==> images/wire_density.png <==
Scale: 3 px per µm. 15 x 19 tiles, from dark purple (low) to yellow (high), scaled to the fullest tile. Values are wire area over tile area, all layers added.
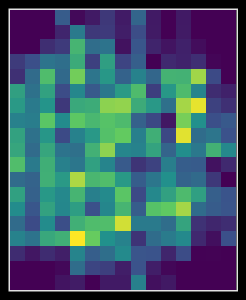
==> images/gate_families.png <==
Scale: 4 px per µm.
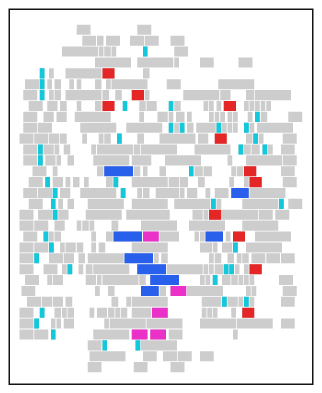
==> images/zoom.png <==
Region (23, 32) to (53, 62) µm. Cells in grey, sequential cells in the stronger grey; small squares are vias.
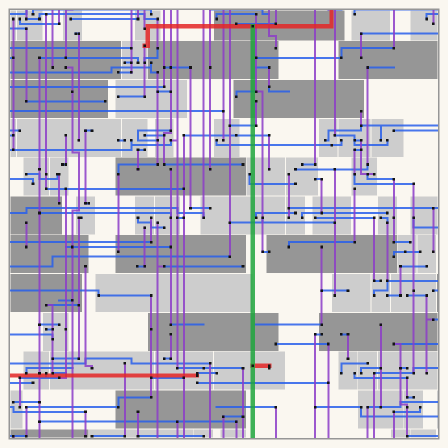
==> images/metal_stack.png <==
Scale: 4 px per µm. Only two layers are drawn.
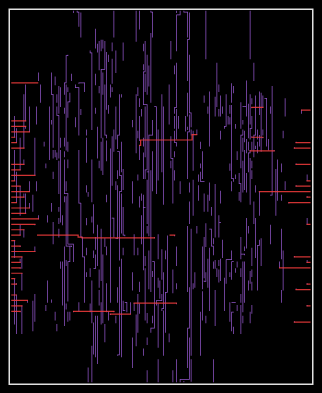
==> images/final_placement.png <==
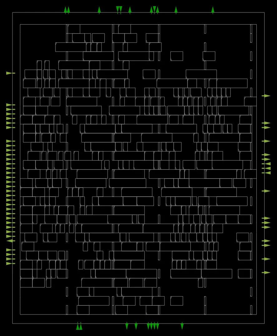
==> src/rtl/sumador_pkg.sv <==
// rtl/sumador_pkg.sv - shared state encodings and widths for the arbitrated adder
package sumador_pkg;

    localparam int N_OP  = 9;
    localparam int N_S   = 10;
    localparam int N_CNT = 8;

    typedef enum logic [1:0] {
        IDLE    = 2'd0,
        SUMA    = 2'd1,
        ENTREGA = 2'd2
    } estado_t;

endpackage

==> src/rtl/RCA_aproximado9b_1.sv <==
// rtl/RCA_aproximado9b_1.sv - 9-bit ripple-carry adder, 4 approximate LSB stages, 5 exact MSB stages
module RCA_aproximado9b_1
    import sumador_pkg::*;
(
    input  logic [N_OP-1:0] A,
    input  logic [N_OP-1:0] B,
    output logic [N_S-1:0]  S
);

    logic c;

    // Approximate cells ignore their carry-in: sum = a^b, carry-out = a&b.
    always_comb begin
        S = '0;
        c = 1'b0;
        for (int i = 0; i < 4; i++) begin
            S[i] = A[i] ^ B[i];
            c    = A[i] & B[i];
        end
        for (int i = 4; i < N_OP; i++) begin
            S[i] = A[i] ^ B[i] ^ c;
            c    = (A[i] & B[i]) | (c & (A[i] ^ B[i]));
        end
        S[N_S-1] = c;
    end

endmodule

==> src/rtl/sumador_arbitrado.sv <==
// rtl/sumador_arbitrado.sv - two requesters share one approximate adder via round-robin arbitration
module sumador_arbitrado
    import sumador_pkg::*;
#(
    parameter int PTR_INICIAL = 0
) (
    input  logic             clk,
    input  logic             rst,
    input  logic             req0_valid,
    input  logic [N_OP-1:0]  req0_A,
    input  logic [N_OP-1:0]  req0_B,
    output logic             req0_ready,
    input  logic             req1_valid,
    input  logic [N_OP-1:0]  req1_A,
    input  logic [N_OP-1:0]  req1_B,
    output logic             req1_ready,
    output logic             out_valid,
    input  logic             out_ready,
    output logic [N_S-1:0]   out_S,
    output logic             out_id,
    output logic [N_CNT-1:0] cnt0,
    output logic [N_CNT-1:0] cnt1
);

    estado_t          state_q, state_d;
    logic             ptr_q, ptr_d;
    logic [N_OP-1:0]  a_q, a_d, b_q, b_d;
    logic             id_q, id_d;
    logic [N_S-1:0]   s_q, s_d;
    logic [N_CNT-1:0] cnt0_q, cnt0_d, cnt1_q, cnt1_d;
    logic [N_S-1:0]   suma;
    logic             grant0, grant1;

    RCA_aproximado9b_1 u_rca (
        .A (a_q),
        .B (b_q),
        .S (suma)
    );

    assign grant0 = req0_valid && (!req1_valid || !ptr_q);
    assign grant1 = req1_valid && (!req0_valid ||  ptr_q);

    // rst gates ready directly so no handshake can be seen while reset is held.
    assign req0_ready = !rst && (state_q == IDLE) && grant0;
    assign req1_ready = !rst && (state_q == IDLE) && grant1;

    assign out_valid = (state_q == ENTREGA);
    assign out_S     = s_q;
    assign out_id    = id_q;
    assign cnt0      = cnt0_q;
    assign cnt1      = cnt1_q;

    always_comb begin
        state_d = state_q;
        ptr_d   = ptr_q;
        a_d     = a_q;
        b_d     = b_q;
        id_d    = id_q;
        s_d     = s_q;
        cnt0_d  = cnt0_q;
        cnt1_d  = cnt1_q;
        case (state_q)
            IDLE: begin
                if (req0_ready) begin
                    a_d     = req0_A;
                    b_d     = req0_B;
                    id_d    = 1'b0;
                    state_d = SUMA;
                end else if (req1_ready) begin
                    a_d     = req1_A;
                    b_d     = req1_B;
                    id_d    = 1'b1;
                    state_d = SUMA;
                end
            end
            SUMA: begin
                s_d     = suma;
                state_d = ENTREGA;
            end
            ENTREGA: begin
                if (out_ready) begin
                    ptr_d   = ~id_q;
                    state_d = IDLE;
                    if (id_q) cnt1_d = cnt1_q + 8'd1;
                    else      cnt0_d = cnt0_q + 8'd1;
                end
            end
            default: state_d = IDLE;
        endcase
    end

    always_ff @(posedge clk or posedge rst) begin
        if (rst) begin
            state_q <= IDLE;
            ptr_q   <= 1'(PTR_INICIAL);
            a_q     <= '0;
            b_q     <= '0;
            id_q    <= 1'b0;
            s_q     <= '0;
            cnt0_q  <= '0;
            cnt1_q  <= '0;
        end else begin
            state_q <= state_d;
            ptr_q   <= ptr_d;
            a_q     <= a_d;
            b_q     <= b_d;
            id_q    <= id_d;
            s_q     <= s_d;
            cnt0_q  <= cnt0_d;
            cnt1_q  <= cnt1_d;
        end
    end

endmodule

==> config.mk <==
export PLATFORM = sky130hd
export DESIGN_NAME = sumador_arbitrado
export DESIGN_NICKNAME = d
export VERILOG_FILES = /design/src/rtl/sumador_pkg.sv /design/src/rtl/RCA_aproximado9b_1.sv /design/src/rtl/sumador_arbitrado.sv
export SDC_FILE = /design/constraint.sdc
export NUM_CORES = 1
export LEC_CHECK = 0
export ABC_AREA = 1
export CAP_MARGIN = 10
export CORE_ASPECT_RATIO = 1.25
export CORE_MARGIN = 2
export CORE_UTILIZATION = 40
export DETAILED_ROUTE_END_ITERATION = 6
export PLACE_DENSITY = 0.69
export SLEW_MARGIN = 20
export SYNTH_ARGS = -nofsm -noshare
export SYNTH_HDL_FRONTEND = slang
export SYNTH_SLANG_ARGS = --single-unit
==> constraint.sdc <==
create_clock -name clk -period 3.8 [get_ports clk]
set_input_delay 0.38 -clock clk [delete_from_list [all_inputs] [get_ports clk]]
set_output_delay 0.38 -clock clk [all_outputs]
set_load 0.02 [all_outputs]
==> changes_impl.md <==
### Implementation results

* Status: completed
* RR Endpoint: out_S[8]
* Cells along the critical path: ha_1, fa_1, fa_1, fa_1, fa_1, inv_1, fa_1, o21ai_0
* Ys flops at between 40 and 50
* GP Congestion at 0.8182
* Critical Path Source Type: flip-flop
* Setup TNS at 0 ns
* Routed via count at 2168
* Final setup margin at just under 1 ns
* Worst setup path end: out_S[8]
* Leak Pwr at 1.640 nW
* Leading cell types by count after synthesis: nand2_1, dfrtp_1, nand3_1
* Sw power at 0.0007882 W
* Die width at 75.49 µm
* Setup crit end kind: flip-flop
* Non-Filler Instances at about 460
* Sw frac at roughly 37%
* Inst Count DP at 453
* Post-synth EDFFs at 0
* Synth Area in Simple Gates at 25.22%
* Routed WL at 5259 µm
* Most common logic cells in the final layout: nand2_1, clkdlybuf4s50_1, dfrtp_1, nand3_1, inv_1
* Logic pwr share at 41.9%
* Total tool warning count at 26
* Leading area contributor after synthesis: dfrtp_1
* CTS tree: built
* Num CTS Buffers at 5
* Worst r2r src: a_q[3]
* Max Used Layer: met4
* Routed wl met3 at 241 µm
* Worst hold-check path type: input pin to asynchronous set/reset pin
* Pwr Density at 610.4 nW/µm²
* Crit path DAT at 3.06 ns
* Adder Area Share at under 10%
* Crit-path max cell delay at around 0.4 ns
* Yosys Chip Area at between 2000 and 3000 µm²
* FP Util at 41.44%
* Xor/xnor share at between 3 and 4%
* # Cells Yosys at 303
* Fin. Hold Viols at 0
* Initial antenna violation count at 0
* # port buffers at 70
* Final Cycle Share at 74.63%
* Final ANT Viol Nets at 0
* Largest net degree at the start of global routing at 23
* FMAX at 352.6 MHz
* Slowest stage cell, crit path: dfrtp_1
* Layout Skew at 0.005469 ns
* Latency at later pin at 0.30 ns
* Met1 Use GR at 20.55%
* Top cell by count, worst path: fa_1
* Most common logic cell in the routed design: nand2_1
* CTS clk-pin slew, worst paths at 0.09 ns
* Die H at roughly 93 µm
* Int Pwr at 0.001323 W
* Slew Limit Fails at 0
* Most common reg cell: dfrtp_1
* Yosys warns at 0
* Number of global-route vias before repair at around 2100
* Compound-cell area share of the yosys netlist at 7.884%
* Cells after synthesis at 303
* Hold Buf Count CTS at 0
* Max VDD drop at 0.2230 mV
* Overall Global Routing Usage at 16.45%
* Longest Clk Path Bufs at 2
* Met2 usage at 27.97%
* WL met2 at 2637 µm
* NumNets Final at between 400 and 500
* Post-synth net total at 352
* Top cell area share at a little under half
* RSZ-0062 raised after global routing: false
* MaxCap Viol Count at 0
* Post-synth ARST share at 100.0%
* Reg area at 1201 µm²
* Post-detailed-route wirelength per cell at 11.41 µm
* Die area at 7047 µm²
* Seq pwr share at 40.3%
* Via-to-Cell Ratio at 4.703
* CP required at 4.02 ns
* Global-route track usage on met3 at 3.017%
* # H-tree levels at 2
* Reg2Reg Depth at 8
Notes on wire_density.png above:
mean over tiles: 0.12
nearly empty tiles: 15%
tiles over half the peak: 27%
fullest tile: 0.35

Notes on gate_families.png above:
legend:
  magenta:
    family: multiplexers
    cells: 5
    most_used: mux2_2
    where: bottom centre
  cyan:
    family: inverters
    cells: 41
    most_used: inv_1
  red:
    family: XOR/XNOR gates
    cells: 11
    most_used: xnor2_1
  blue:
    family: adder and majority cells
    cells: 8
    most_used: fa_1

Notes on zoom.png above:
legend:
  purple:
    layer: met2
  red:
    layer: met3
  blue:
    layer: met1
  green:
    layer: met4
most frequent: dfrtp_1 (14), nand2_1 (9), nand3_1 (8)
cells with their middle in the window: 58
netlist names of flops here include: `b_q` (3), `out_S` (3), `a_q` (2)
sequential cells in the window: 14

Notes on metal_stack.png above:
legend:
  purple:
    layer: met2
    wire_length: 2640 µm
  red:
    layer: met3
    wire_length: 242 µm

Notes on final_placement.png above:
FFs & Latches: 48
core area: 6166 µm²
Core Rows: 32
Tap Count: 85
Final Core Density: 56.09%

==> through the flow <==
step / hold WS (ns) / utilization [%]
after global routing: 0.3672 / 56.09
final: 0.3412 / 56.09
after CTS: 0.3524 / 56.09
after detailed placement: 0.4825 / 54.22
after floorplan: 0.4785 / -
after global placement: 0.4754 / 54.22
==> worst max-delay path, delay by kind of cell (launching register included) <==
family / cells / cell delay [ns]
AND-OR/OR-AND: 1 / 0.15
flip-flops: 1 / 0.40
adder cells (fa/ha/maj): 6 / 2.13
buffers and inverters: 1 / 0.08
==> final cells by class <==
type | count | share of cell area (%)
inverters | 41 | 4.450
clock inverters | 3 | 1.339
clock buffers | 5 | 1.990
flip-flops and latches | 48 | 34.73
well taps | 85 | 3.075
repair buffers | 76 | 21.56
multi-input cells | 203 | 32.85
Power and IR drop assume default switching activity.
